### Clock nets, run 1

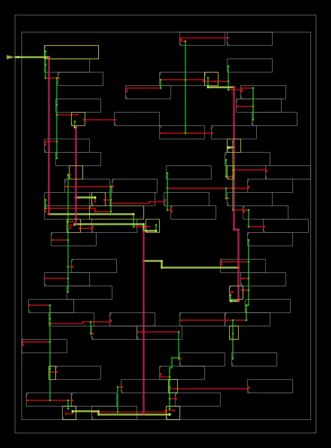
### Metal layers overlaid, run 1

Only two layers are drawn.
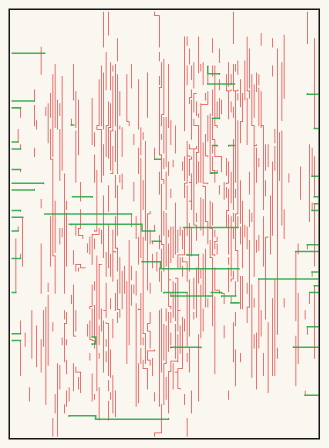
### Layout detail, run 1

Scale bar: 10 um. Region (16, 28) to (46, 58) um. Cells in gray, sequential cells in the stronger gray; small squares are vias.
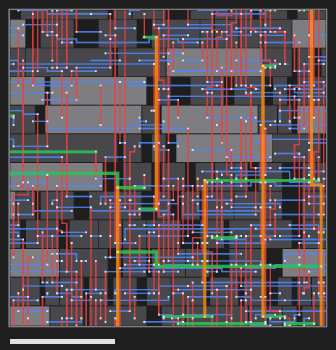
**src/rtl/spi_master_xfer_ctrl_if.sv**
```systemverilog
// spi_master_xfer_ctrl_if: request/response handshake and SPI pins of the transfer controller.
interface spi_master_xfer_ctrl_if #(
  parameter int DATA_WIDTH = 8,
  parameter int NO_OF_SLAVES = 1,
  parameter int DIV_WIDTH = 8
);
  localparam int SW = NO_OF_SLAVES > 1 ? $clog2(NO_OF_SLAVES) : 1;
  logic req_valid, req_ready, req_cpol, req_cpha, req_lsb_first;
  logic [DATA_WIDTH-1:0] req_data, rsp_data;
  logic [SW-1:0] req_slave_sel;
  logic [DIV_WIDTH-1:0] clk_div;
  logic rsp_valid, rsp_err, busy, sclk, mosi0, miso0;
  logic [NO_OF_SLAVES-1:0] cs;
  modport master (
    input req_valid, req_data, req_cpol, req_cpha, req_lsb_first, req_slave_sel, clk_div, miso0,
    output req_ready, rsp_valid, rsp_data, rsp_err, busy, sclk, cs, mosi0
  );
  modport slave (
    output req_valid, req_data, req_cpol, req_cpha, req_lsb_first, req_slave_sel, clk_div, miso0,
    input req_ready, rsp_valid, rsp_data, rsp_err, busy, sclk, cs, mosi0
  );
endinterface

```
**src/rtl/spi_master_xfer_ctrl.sv**
```systemverilog
// spi_master_xfer_ctrl: one full-duplex SPI frame per request, CPOL/CPHA modes 0-3, MSB/LSB-first.
module spi_master_xfer_ctrl #(
  parameter int DATA_WIDTH = 8,
  parameter int NO_OF_SLAVES = 1,
  parameter int DIV_WIDTH = 8
) (
  input logic pclk,
  input logic areset,
  spi_master_xfer_ctrl_if.master bus
);
  localparam int SW = NO_OF_SLAVES > 1 ? $clog2(NO_OF_SLAVES) : 1;
  localparam int IW = $clog2(DATA_WIDTH);
  localparam int TW = $clog2(2 * DATA_WIDTH + 1);
  typedef enum logic [2:0] {IDLE, PREP, SETUP, SHIFT, HOLD} state_t;
  state_t state_q, state_d;
  logic [DIV_WIDTH-1:0] div_q, div_d, cnt_q, cnt_d;
  logic [DATA_WIDTH-1:0] tx_q, tx_d, rx_q, rx_d, rsp_data_q, rsp_data_d;
  logic [NO_OF_SLAVES-1:0] cs_q, cs_d;
  logic [SW-1:0] sel_q, sel_d;
  logic [TW-1:0] tog_q, tog_d;
  logic cpol_q, cpol_d, cpha_q, cpha_d, lsb_q, lsb_d, sclk_q, sclk_d, mosi_q, mosi_d;
  logic rsp_valid_q, rsp_valid_d, rsp_err_q, rsp_err_d, init_q;
  logic accept, expiry, sample, last;
  logic [IW-1:0] i_cur, i_drv;
  function automatic logic [IW-1:0] pos(input logic lsb, input logic [IW-1:0] n);
    return lsb ? n : IW'(DATA_WIDTH - 1) - n;
  endfunction
  assign bus.req_ready = state_q == IDLE && init_q && !rsp_valid_q;
  assign accept = bus.req_valid && bus.req_ready;
  assign expiry = cnt_q == '0;
  // tog_q counts completed toggles: even before a leading edge, odd before a trailing edge
  assign sample = tog_q[0] == cpha_q;
  assign last = tog_q == TW'(2 * DATA_WIDTH - 1);
  assign i_cur = IW'(tog_q >> 1);
  assign i_drv = i_cur + IW'(!cpha_q);
  always_comb begin
    state_d = state_q;
    cnt_d = expiry ? div_q : cnt_q - 1'b1;
    div_d = div_q;
    tx_d = tx_q;
    rx_d = rx_q;
    cs_d = cs_q;
    sel_d = sel_q;
    tog_d = tog_q;
    cpol_d = cpol_q;
    cpha_d = cpha_q;
    lsb_d = lsb_q;
    sclk_d = sclk_q;
    mosi_d = mosi_q;
    rsp_valid_d = 1'b0;
    rsp_data_d = rsp_data_q;
    rsp_err_d = rsp_err_q;
    case (state_q)
      IDLE: if (accept) begin
        state_d = PREP;
        div_d = bus.clk_div;
        tx_d = bus.req_data;
        rx_d = '0;
        sel_d = bus.req_slave_sel;
        tog_d = '0;
        cpol_d = bus.req_cpol;
        cpha_d = bus.req_cpha;
        lsb_d = bus.req_lsb_first;
        sclk_d = bus.req_cpol;
      end
      PREP: begin
        state_d = SETUP;
        cnt_d = div_q;
        for (int k = 0; k < NO_OF_SLAVES; k++) cs_d[k] = int'(sel_q) != k;
        if (!cpha_q) mosi_d = tx_q[pos(lsb_q, '0)];
      end
      SETUP: if (expiry) state_d = SHIFT;
      SHIFT: if (expiry) begin
        sclk_d = ~sclk_q;
        tog_d = tog_q + 1'b1;
        if (sample) rx_d[pos(lsb_q, i_cur)] = bus.miso0;
        else if (cpha_q || !last) mosi_d = tx_q[pos(lsb_q, i_drv)];
        if (last) state_d = HOLD;
      end
      HOLD: if (expiry) begin
        state_d = IDLE;
        cs_d = '1;
        rsp_valid_d = 1'b1;
        rsp_data_d = rx_q;
        rsp_err_d = int'(sel_q) >= NO_OF_SLAVES;
      end
      default: state_d = IDLE;
    endcase
  end
  always_ff @(posedge pclk or negedge areset)
    if (!areset) begin
      state_q <= IDLE;
      cnt_q <= '0;
      div_q <= '0;
      tx_q <= '0;
      rx_q <= '0;
      cs_q <= '1;
      sel_q <= '0;
      tog_q <= '0;
      cpol_q <= 1'b0;
      cpha_q <= 1'b0;
      lsb_q <= 1'b0;
      sclk_q <= 1'b0;
      mosi_q <= 1'b0;
      rsp_valid_q <= 1'b0;
      rsp_data_q <= '0;
      rsp_err_q <= 1'b0;
      init_q <= 1'b0;
    end else begin
      state_q <= state_d;
      cnt_q <= cnt_d;
      div_q <= div_d;
      tx_q <= tx_d;
      rx_q <= rx_d;
      cs_q <= cs_d;
      sel_q <= sel_d;
      tog_q <= tog_d;
      cpol_q <= cpol_d;
      cpha_q <= cpha_d;
      lsb_q <= lsb_d;
      sclk_q <= sclk_d;
      mosi_q <= mosi_d;
      rsp_valid_q <= rsp_valid_d;
      rsp_data_q <= rsp_data_d;
      rsp_err_q <= rsp_err_d;
      init_q <= 1'b1;
    end
  assign bus.busy = state_q != IDLE;
  assign bus.sclk = sclk_q;
  assign bus.cs = cs_q;
  assign bus.mosi0 = mosi_q;
  assign bus.rsp_valid = rsp_valid_q;
  assign bus.rsp_data = rsp_data_q;
  assign bus.rsp_err = rsp_err_q;
endmodule

```
**src/flat_wrapper.sv**
```systemverilog
// flat-port wrapper written by rule: the top's interface ports become plain ports
module spi_master_xfer_ctrl_flat 
#(
  parameter int DATA_WIDTH = 8,
  parameter int NO_OF_SLAVES = 1,
  parameter int DIV_WIDTH = 8
)
  (pclk, areset, bus_req_valid, bus_req_data, bus_req_cpol, bus_req_cpha, bus_req_lsb_first, bus_req_slave_sel, bus_clk_div, bus_miso0, bus_req_ready, bus_rsp_valid, bus_rsp_data, bus_rsp_err, bus_busy, bus_sclk, bus_cs, bus_mosi0);
  spi_master_xfer_ctrl_if #(.DATA_WIDTH(DATA_WIDTH), .NO_OF_SLAVES(NO_OF_SLAVES), .DIV_WIDTH(DIV_WIDTH)) bus_i ();
  input logic pclk;
  input logic areset;
  input wire logic [$bits(bus_i.req_valid)-1:0] bus_req_valid;
  input wire logic [$bits(bus_i.req_data)-1:0] bus_req_data;
  input wire logic [$bits(bus_i.req_cpol)-1:0] bus_req_cpol;
  input wire logic [$bits(bus_i.req_cpha)-1:0] bus_req_cpha;
  input wire logic [$bits(bus_i.req_lsb_first)-1:0] bus_req_lsb_first;
  input wire logic [$bits(bus_i.req_slave_sel)-1:0] bus_req_slave_sel;
  input wire logic [$bits(bus_i.clk_div)-1:0] bus_clk_div;
  input wire logic [$bits(bus_i.miso0)-1:0] bus_miso0;
  output wire logic [$bits(bus_i.req_ready)-1:0] bus_req_ready;
  output wire logic [$bits(bus_i.rsp_valid)-1:0] bus_rsp_valid;
  output wire logic [$bits(bus_i.rsp_data)-1:0] bus_rsp_data;
  output wire logic [$bits(bus_i.rsp_err)-1:0] bus_rsp_err;
  output wire logic [$bits(bus_i.busy)-1:0] bus_busy;
  output wire logic [$bits(bus_i.sclk)-1:0] bus_sclk;
  output wire logic [$bits(bus_i.cs)-1:0] bus_cs;
  output wire logic [$bits(bus_i.mosi0)-1:0] bus_mosi0;
  assign bus_i.req_valid = bus_req_valid;
  assign bus_i.req_data = bus_req_data;
  assign bus_i.req_cpol = bus_req_cpol;
  assign bus_i.req_cpha = bus_req_cpha;
  assign bus_i.req_lsb_first = bus_req_lsb_first;
  assign bus_i.req_slave_sel = bus_req_slave_sel;
  assign bus_i.clk_div = bus_clk_div;
  assign bus_i.miso0 = bus_miso0;
  assign bus_req_ready = bus_i.req_ready;
  assign bus_rsp_valid = bus_i.rsp_valid;
  assign bus_rsp_data = bus_i.rsp_data;
  assign bus_rsp_err = bus_i.rsp_err;
  assign bus_busy = bus_i.busy;
  assign bus_sclk = bus_i.sclk;
  assign bus_cs = bus_i.cs;
  assign bus_mosi0 = bus_i.mosi0;
  spi_master_xfer_ctrl #(.DATA_WIDTH(DATA_WIDTH), .NO_OF_SLAVES(NO_OF_SLAVES), .DIV_WIDTH(DIV_WIDTH)) u_core (.pclk(pclk), .areset(areset), .bus(bus_i));
endmodule
```
**config.mk**
```make
export PLATFORM = sky130hd
export DESIGN_NAME = spi_master_xfer_ctrl_flat
export DESIGN_NICKNAME = d
export VERILOG_FILES = /design/src/rtl/spi_master_xfer_ctrl_if.sv /design/src/rtl/spi_master_xfer_ctrl.sv /design/src/flat_wrapper.sv
export SDC_FILE = /design/constraint.sdc
export NUM_CORES = 1
export LEC_CHECK = 0
export ABC_CLOCK_PERIOD_IN_PS = 4200
export CORE_ASPECT_RATIO = 1.4
export CORE_MARGIN = 1
export CORE_UTILIZATION = 60
export CTS_BUF_LIST = sky130_fd_sc_hd__clkbuf_4
export DETAILED_ROUTE_END_ITERATION = 8
export PLACE_DENSITY = 0.92
export SLEW_MARGIN = 40
export SYNTH_ARGS = -nofsm -noshare
export SYNTH_HDL_FRONTEND = slang
export SYNTH_SLANG_ARGS = --single-unit
```
**constraint.sdc**
```tcl
create_clock -name pclk -period 4.2 [get_ports pclk]
set_input_delay 0.84 -clock pclk [delete_from_list [all_inputs] [get_ports pclk]]
set_output_delay 0.84 -clock pclk [all_outputs]
set_load 0.01 [all_outputs]
```
==> results.txt, run 1 <==
Results of the run.

The run finished with clean final reports. STA puts the critical path data arrival time at 1.95 ns. The largest clock skew in the final design is 0.0149 ns. According to the floorplan report, the die width is 61.3 um. The required time at the worst-slack endpoint is 3.36 ns. At the pin with the least slew margin, the transition time is 0.757 ns. The total of hold buffers inserted after clock tree synthesis is 0. The instance area at placement is 0.00335 mm2. The combined global-route utilization of all metal layers is 0.258.

Across the VDD grid, the largest voltage drop is 0.449 mV. Setup repair after global routing left no endpoint under its margin. The post-synthesis to final-layout area growth is 18.4%. The critical path's slowest stage uses the library cell clkdlybuf4s50_1. From bottom edge to top edge, the die measures 85.1 um. Wires add up to 5670 um. The wire length of the first global-routing pass is 9650 um. The async set or reset register ratio after synthesis is 1.00.

The critical path startpoint category is a flop. The root buffer cell chosen for the clock tree is clkbuf_4. The share of the Yosys chip area taken by registers is 0.483. The routed design shows a via density per instance of 5.82. Once detail routing completed, the nets flagged for antenna violations numbered 0. The worst setup path is captured at an output pin. Per the Yosys statistics, synthesis produced 255 cells. The distinct cell type count after synthesis is 51. Looking at the gate-level netlist, the highest instance count belongs to dfrtp_1. The number of maximum-capacitance violations recorded for the run is 0. After clock tree synthesis, the setup repair step added 0 buffers. The placement report lists the number of port buffers as 38. The clock tree from TritonCTS is yes. The timing-limited maximum frequency is 359 MHz. The maximum count of clock buffers along a single path is 2. Setup total negative slack on the finished layout was measured at 0 ns. The hold violation count in the final report is 0. The category of the critical setup timing path is reg -> out.

The gate count after technology mapping is 255. In this run the critical register-to-register path is captured at u_core.bus.mosi0. The cell taking the most area after synthesis is dfrtp_1.

The number of warnings issued by yosys is 0. The average wire length per cell after detail routing is 15.7 um. The initial core utilization is 0.637. The routability congestion estimate from global placement is 0.854. The number of failing setup endpoints in the final timing report is 0.
Notes on 'Clock nets' above:
Layout clock buffers: 9
power in the clock group: 0.437 mW
num sequential: 57
later-pin clock latency in the skew report: 0.42 ns

Notes on 'Metal layers overlaid' above:
| layer | color | wire length |
|---|---|---|
| metal 2 | red | 2,950 um |
| metal 3 | green | 213 um |

Notes on 'Layout detail' above:
| layer | color |
|---|---|
| metal 4 | orange |
| metal 2 | red |
| metal 3 | green |
| metal 1 | blue |
cells with their middle in the window: 84
most frequent: nand2_1 (8), dfrtp_1 (7)
sequential cells in the window: 7
netlist names of flops here include: u_core.tog_q (3), u_core.cnt_q (2)

[run 1: cell families after synthesis]
group,count (synthesis),synth area share
simple gates,83,0.149
flops,57,0.483
compound gates,47,0.118
mux,33,0.165
buf+inv,20,0.0368
xor+xnor,9,0.0267
fa+ha+maj,5,0.0212
other cells,1,0.00127
[run 1: worst max-delay path by stage]
| stage | slack [ns] | startpoint | depth (start not counted) | endpoint |
|---|---|---|---|---|
| after detailed placement | 1.70 | bus_req_valid | 5 | u_core.div_q[3] |
| after CTS | 1.39 | u_core.state_q[1] | 3 | bus_req_ready |
| final | 1.41 | u_core.state_q[1] | 3 | bus_req_ready |
| after global routing | 1.29 | u_core.state_q[1] | 3 | bus_req_ready |
| after floorplan | 2.09 | u_core.cpha_q | 8 | u_core.bus.mosi0 |
| after global placement | 1.74 | bus_req_valid | 5 | u_core.div_q[3] |
[run 1: state kept, by name (all words and copies together), names as in the netlist, 3 cells and up]
| register | count |
|---|---|
| u_core.bus.rsp_data | 8 |
| u_core.cnt_q | 8 |
| u_core.div_q | 8 |
| u_core.rx_q | 8 |
| u_core.state_q | 3 |
| u_core.tog_q | 5 |
| u_core.tx_q | 8 |
[run 1: power breakdown]
part	internal (mW)	switching, mW	leakage, nW
logic	0.303	0.218	0.715
registers	0.707	0.152	0.724
clock network	0.235	0.202	0.0808
[run 1: critical path: cells and delay by family, from the launching register on]
kind	cells	cell delay, ns
simple gates	2	0.51
flops	1	0.51
buf+inv	1	0.52
[run 1: stage by stage]
stage                     hold WS [ns]  total power, mW  setup WS (ns)  cells
after floorplan                  0.452             1.23           2.09    255
after global placement           0.463             1.35           1.74    346
after detailed placement         0.469             1.39           1.70    346
after CTS                        0.445             1.83           1.39    362
after global routing             0.498             1.93           1.29    362
final                            0.433             1.82           1.41    362
[run 1: layout by cell type, fill, tap and decap left out, drive strengths merged, types with 5 or more instances in the layout]
| master | count |
|---|---|
| a21oi | 8 |
| a22oi | 8 |
| clkbuf | 9 |
| clkdlybuf4s50 | 37 |
| dfrtp | 56 |
| ha | 5 |
| inv | 9 |
| mux2 | 26 |
| nand2 | 23 |
| nand3 | 7 |
| nor2 | 20 |
| nor2b | 6 |
| o21ai | 10 |
| o2bb2ai | 8 |
| xnor2 | 8 |
[run 1: final cells by class]
type | instances | area (um2)
Inverter | 9 | 33.8
Fill cell | 344 | 1140
Sequential cell | 57 | 1430
Multi-Input combinational cell | 178 | 1420
Clock inverter | 7 | 85.1
Timing Repair Buffer | 40 | 390
Tap cell | 62 | 77.6
Clock buffer | 9 | 67.6
[run 1: layer usage]
layer | GRT usage | routed length, um
met1 | 0.312 | 2320
met5 | 0 | 0
met3 | 0.0595 | 213
met2 | 0.412 | 2950
met4 | 0.147 | 186
### Met1 routing, run 1

Supply wires on this layer in gray.
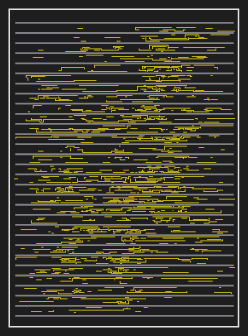

==> run 2, diff against run 1 <==
--- a/config.mk
+++ b/config.mk
@@ -5,13 +5,13 @@
 export SDC_FILE = /design/constraint.sdc
 export NUM_CORES = 1
 export LEC_CHECK = 0
-export ABC_CLOCK_PERIOD_IN_PS = 4200
+export ABC_CLOCK_PERIOD_IN_PS = 2900
 export CORE_ASPECT_RATIO = 1.4
 export CORE_MARGIN = 1
-export CORE_UTILIZATION = 60
+export CORE_UTILIZATION = 57
 export CTS_BUF_LIST = sky130_fd_sc_hd__clkbuf_4
 export DETAILED_ROUTE_END_ITERATION = 8
-export PLACE_DENSITY = 0.92
+export PLACE_DENSITY = 0.88
 export SLEW_MARGIN = 40
 export SYNTH_ARGS = -nofsm -noshare
 export SYNTH_HDL_FRONTEND = slang
==> constraint.sdc (replaced) <==
create_clock -name pclk -period 2.9 [get_ports pclk]
set_input_delay 0.58 -clock pclk [delete_from_list [all_inputs] [get_ports pclk]]
set_output_delay 0.58 -clock pclk [all_outputs]
set_load 0.01 [all_outputs]
### Met1 routing, run 2

Supply wires on this layer in gray.
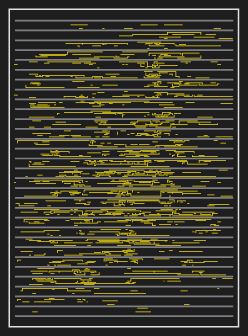
longest straight run: 25.8 um
main direction: horizontal
wire length on this layer: 2,350 um
share of all routed wire: 44%

==> run 2 against run 1 <==
Effect of this change: cell count increased by 1.1%; routed wire length decreased by 5.8%; power increased by 35%; largest power group unchanged; highest routed layer unchanged; synthesized cell count unchanged; worst setup slack got worse by 1.1 ns; register-to-register slack got worse by 1.2 ns; first-iteration DRC count increased by 94%; global-route usage decreased by 2.9 points; die size increased by 5.1%; sequential share of layout area increased by 0.28 points; critical path depth unchanged; via count decreased by 0.52%.
==> results.txt, run 2 <==
Results of the run.

The critical path endpoint is bus_req_ready. The data arrival time of the critical path came to 1.98 ns (+0.03 ns). In the layout the commonest cells are 56 x dfrtp_1, 37 x clkdlybuf4s50_1, 23 x nand2_1, 20 x mux2_4, 18 x nor2_1.

The clock tree from TritonCTS is yes. The initial core utilization was 0.602 (-0.0353). The clock latency on the worst-skew pair was 0.40 ns (-0.02 ns). Tracing the worst setup path back leads to its startpoint at u_core.state_q[1].

The worst hold-check slack was 0.485 ns (+0.0522 ns). The proportion of synthesized chip area in sequential cells is 0.483 (unchanged). The number of port buffers is 38 (unchanged). The number of cells in Yosys stat came to 255 (unchanged). The setup TNS after final layout is 0 ns (unchanged). The cell chosen for the clock root is clkbuf_4. The worst setup path is captured at an output pin. The hold violation count in the final report came to 0 (unchanged). Per the timing report, the most critical flop-to-flop path finishes at u_core.bus.mosi0. The via density per instance is 5.73 (-1.6%). Sorting the Yosys area breakdown by cell type puts at the top dfrtp_1. The vertical die dimension is 87.2 um (+2.5%).

The most frequent cell after synthesis is dfrtp_1. The number of maximum-capacitance violations is 0 (unchanged). The routability congestion estimate from global placement is 0.879 (+2.9%). The area growth from synthesis to layout is 17.6%. The number of failing setup endpoints in the final timing report came to 0 (unchanged). The required time at the worst-slack endpoint is 2.32 ns (-1.04 ns). The highest-count logic cell in the final layout is dfrtp_1. The distinct cell type count after synthesis is 51 (unchanged). The number of warnings issued by yosys is 0 (unchanged).

The horizontal extent of the die is 62.9 um (+2.5%). The number of setup buffers added after CTS is 0 (unchanged). The number of nets with antenna violations after routing is 0 (unchanged). The flow ran to the end, and the final reports show no timing, DRC or antenna violations. Setup repair after global routing left no endpoint under its margin.
### Metal layers overlaid, run 2

Only two layers are drawn.
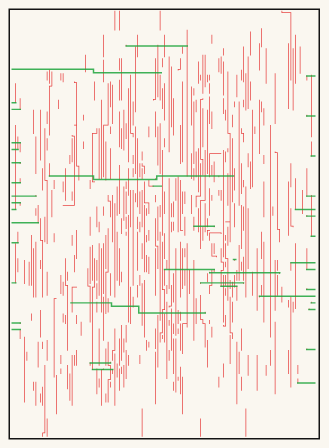
final routed wirelength across all metal layers: 5340 um
vias post-DR: 2,096
DR WL/cell: 14.6 um
Global Route Usage Sum: 0.229

## run 2: cell type report
class | instances | area [um2] | area share
clock buffers | 11 | 82.6 | 0.0237
repair buffers | 42 | 408 | 0.117
inverters | 9 | 33.8 | 0.00971
well taps | 64 | 80.1 | 0.0230
clock inverters | 5 | 23.8 | 0.00683
multi-input cells | 178 | 1420 | 0.409
flip-flops and latches | 57 | 1430 | 0.410
## run 2: critical path, cell delays in order (launching register included)
cell	delay [ns]
dfrtp_1	0.53
nor3_4	0.34
and3_1	0.19
clkdlybuf4s50_1	0.52
## run 2: power breakdown
group,switching (mW),internal (mW),total [mW]
logic,0.316,0.441,0.757
clock network,0.278,0.186,0.464
registers,0.213,1.02,1.24
## run 2: what timing repair did
item                                   in CTS  in global routing
resized                                     0                  0
endpoints found under the hold margin       1                  0
hold buffers                                1                  0
## run 2: kinds of logic (layout without fill, tap and decap cells)
logic type,Yosys count,in the layout,synth area share
and+or+nand+nor,83,83,0.149
other,1,1,0.00127
AOI/OAI and AO/OA,47,47,0.118
DFF,57,57,0.483
buffers and inverters,20,67,0.0368
muxes,33,33,0.165
xor gates and xnor gates,9,9,0.0267
adders and majority gates,5,5,0.0212
## run 2: worst min-delay path by stage
stage                       start            endpoint  cells after the start  slack, ns
floorplan                  areset    u_core.bus.mosi0                      0       0.28
global placement           areset  u_core.bus.rsp_err                      1       0.37
detailed placement         areset  u_core.bus.rsp_err                      1       0.37
CTS                        areset  u_core.bus.rsp_err                      2       0.46
global route               areset  u_core.bus.rsp_err                      2       0.47
finish              u_core.bus.cs       u_core.bus.cs                      2       0.48
## run 2: through the flow
| step | utilization | cell area (um2) | setup WS, ns | std cells |
|---|---|---|---|---|
| after global routing | 0.708 | 3480 | 0.234 | 366 |
| after global placement | 0.683 | 3360 | 0.630 | 349 |
| after floorplan | - | 2960 | 0.794 | 255 |
| after detailed placement | 0.683 | 3360 | 0.623 | 349 |
| after CTS | 0.707 | 3480 | 0.333 | 366 |
| final | 0.708 | 3480 | 0.344 | 366 |
## run 2: layer usage
layer	up-vias	wire [um]	global-route usage
li1	1010	-	-
met1	1027	2350	0.284
met2	53	2700	0.368
met3	6	226	0.0681
met4	0	65	0.106
met5	-	0	0
==> run 3, diff against run 2 <==
--- a/config.mk
+++ b/config.mk
@@ -11,6 +11,7 @@
 export CORE_UTILIZATION = 57
 export CTS_BUF_LIST = sky130_fd_sc_hd__clkbuf_4
 export DETAILED_ROUTE_END_ITERATION = 8
+export GPL_ROUTABILITY_DRIVEN = 1
 export PLACE_DENSITY = 0.88
 export SLEW_MARGIN = 40
 export SYNTH_ARGS = -nofsm -noshare
### Met1 routing, run 3

Supply wires on this layer in gray.
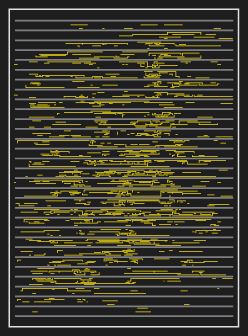
longest straight run: 25.8 um
main direction: horizontal
wire length on this layer: 2,350 um
share of all routed wire: 44%

==> run 3 against run 2 <==
Effect of this change: register-to-register slack barely moved; hold slack did not move; cell area did not move; die size did not move; fmax did not move; clock skew did not move; non-clock buffer count did not move; critical path type unchanged; critical endpoint unchanged; largest cell class unchanged; highest routed layer unchanged.
==> results.txt, run 3 <==
Results of the run.

The flow ran to the end, and the final reports show no timing, DRC or antenna violations. TritonCTS built the clock tree. The power dissipated by switching net loads came to 0.807 mW (unchanged). The clock power share is 0.189 (about the same). The critical path endpoint category is an output pin. The number of failing setup endpoints in the final timing report is 0 (unchanged). The number of warnings issued by yosys is 0 (unchanged). The number of port buffers is 38 (unchanged). The count of vias placed by the detailed router is 2,096 (unchanged). The vertical die dimension was 87.2 um (unchanged).

Setup repair after global routing left no endpoint under its margin. The number of maximum-capacitance violations was 0 (unchanged). The proportion of synthesized chip area in sequential cells was 0.483 (unchanged). The cell chosen for the clock root is clkbuf_4. The distinct cell type count after synthesis came to 51 (unchanged). The routability congestion estimate from global placement was 0.879 (unchanged). The largest stage delay on the critical path is 0.53 ns (about the same). The cell taking the most area after synthesis is dfrtp_1. The number of nets with antenna violations after routing is 0 (unchanged). The via density per instance is 5.73 (unchanged).

The hold violation count in the final report is 0 (unchanged). The gate family responsible for the most delay along the worst path is flip-flops. On the critical path, the stage with the largest delay is an instance of dfrtp_1. In this run the critical path is formed by nor3_4 > and3_1 > clkdlybuf4s50_1. The initial core utilization came to 0.602 (unchanged). The highest-count logic cell in the final layout is dfrtp_1. The sum of routed wire length over all layers was 5340 um (unchanged). The total buffers and inverters traversed by the critical path came to 1 (unchanged).

The portion of total power attributed to sequential cells is 0.503 (about the same). The top cell types in the final layout, fill and taps aside, are 56 x dfrtp_1, 37 x clkdlybuf4s50_1, 23 x nand2_1, 20 x mux2_4, 18 x nor2_1. The post-synthesis to final-layout area growth was 17.6% (unchanged). The post-route cell area was 0.00348 mm2 (unchanged). The average wire length per cell after detail routing came to 14.6 um (unchanged). The total of hold buffers inserted after clock tree synthesis is 1 (unchanged).

The combined global-route utilization of all metal layers is 0.229 (unchanged). The required time at the worst-slack endpoint is 2.32 ns (about the same). The horizontal extent of the die was 62.9 um (unchanged). The number of setup buffers added after CTS is 0 (unchanged). The clock latency on the worst-skew pair is 0.40 ns (about the same).
### Wires at chosen ports, followed through buffers, run 3

Scale bar: 20 um.
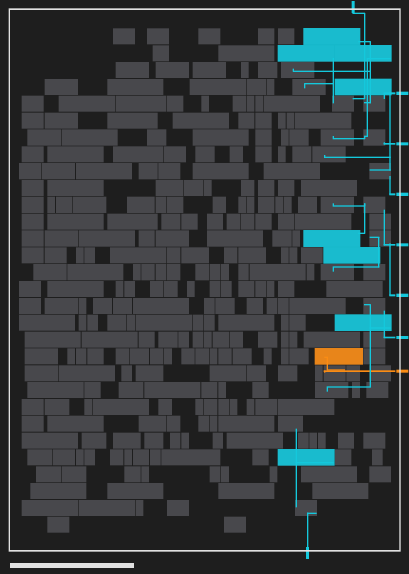
| port | color | bits | direction | end cells | buffers | wire |
|---|---|---|---|---|---|---|
| bus_req_valid | orange | 1 | input | 1 | 1 | 16.7 um |
| bus_rsp_data | cyan | 8 | output | 8 | 8 | 211 um |

==> run 3: cell counts after synthesis <==
Identical to the previous run, type by type.
==> run 3: power groups by stage <==
stage                     sequential [mW]  clock (mW)  combinational, mW
final                                1.24       0.464              0.757
after global routing                 1.27       0.520              0.833
after CTS                            1.24       0.475              0.764
after global placement               1.24           0              0.738
after floorplan                      1.19           0              0.589
after detailed placement             1.25           0              0.760
==> run 3: worst paths after layout <==
path / from / to / slack [ns] / cells past startpoint
hold / removal: u_core.bus.cs / u_core.bus.cs / 0.48 / 2
setup / recovery: u_core.state_q[1] / bus_req_ready / 0.34 / 3
min in group asynchronous: areset / u_core.bus.rsp_err / 0.49 / 2
hold reg to reg: u_core.bus.cs / u_core.bus.cs / 0.48 / 2
setup reg to reg: u_core.cpha_q / u_core.bus.mosi0 / 0.63 / 8
max in group asynchronous: areset / u_core.cpha_q / 1.81 / 3
==> run 3: area by class of cell <==
| cell class | count | area (um2) | area share |
|---|---|---|---|
| Clock buffer | 11 | 82.6 | 0.0237 |
| Clock inverter | 5 | 23.8 | 0.00683 |
| Inverter | 9 | 33.8 | 0.00971 |
| Multi-Input combinational cell | 178 | 1420 | 0.409 |
| Sequential cell | 57 | 1430 | 0.410 |
| Tap cell | 64 | 80.1 | 0.0230 |
| Timing Repair Buffer | 42 | 408 | 0.117 |
==> run 3: kinds of logic after synthesis <==
family / after synthesis / synth area share
AOI/OAI and AO/OA: 47 / 0.118
xor gates and xnor gates: 9 / 0.0267
adders and majority gates: 5 / 0.0212
buffers and inverters: 20 / 0.0368
DFF: 57 / 0.483
muxes: 33 / 0.165
other: 1 / 0.00127
and+or+nand+nor: 83 / 0.149
==> run 3: layer usage <==
| metal | routed length [um] | GRT usage | up-vias |
|---|---|---|---|
| met5 | 0 | 0 | - |
| met4 | 65 | 0.106 | 0 |
| met3 | 226 | 0.0681 | 6 |
| met2 | 2700 | 0.368 | 53 |
| met1 | 2350 | 0.284 | 1027 |
| li1 | - | - | 1010 |
==> run 3: worst min-delay path: cells and delay by family (launching register included) <==
kind	cells	cell delay (ns)
flops	1	0.38
compound gates	1	0.06
simple gates	1	0.04
==> run 3: stage by stage <==
stage	setup WS (ns)	utilization	hold WS, ns	std cells
after floorplan	0.794	-	0.284	255
after global placement	0.630	0.683	0.372	349
after detailed placement	0.623	0.683	0.371	349
after CTS	0.333	0.707	0.464	366
after global routing	0.234	0.708	0.466	366
final	0.344	0.708	0.485	366
Power and IR drop assume default switching activity.
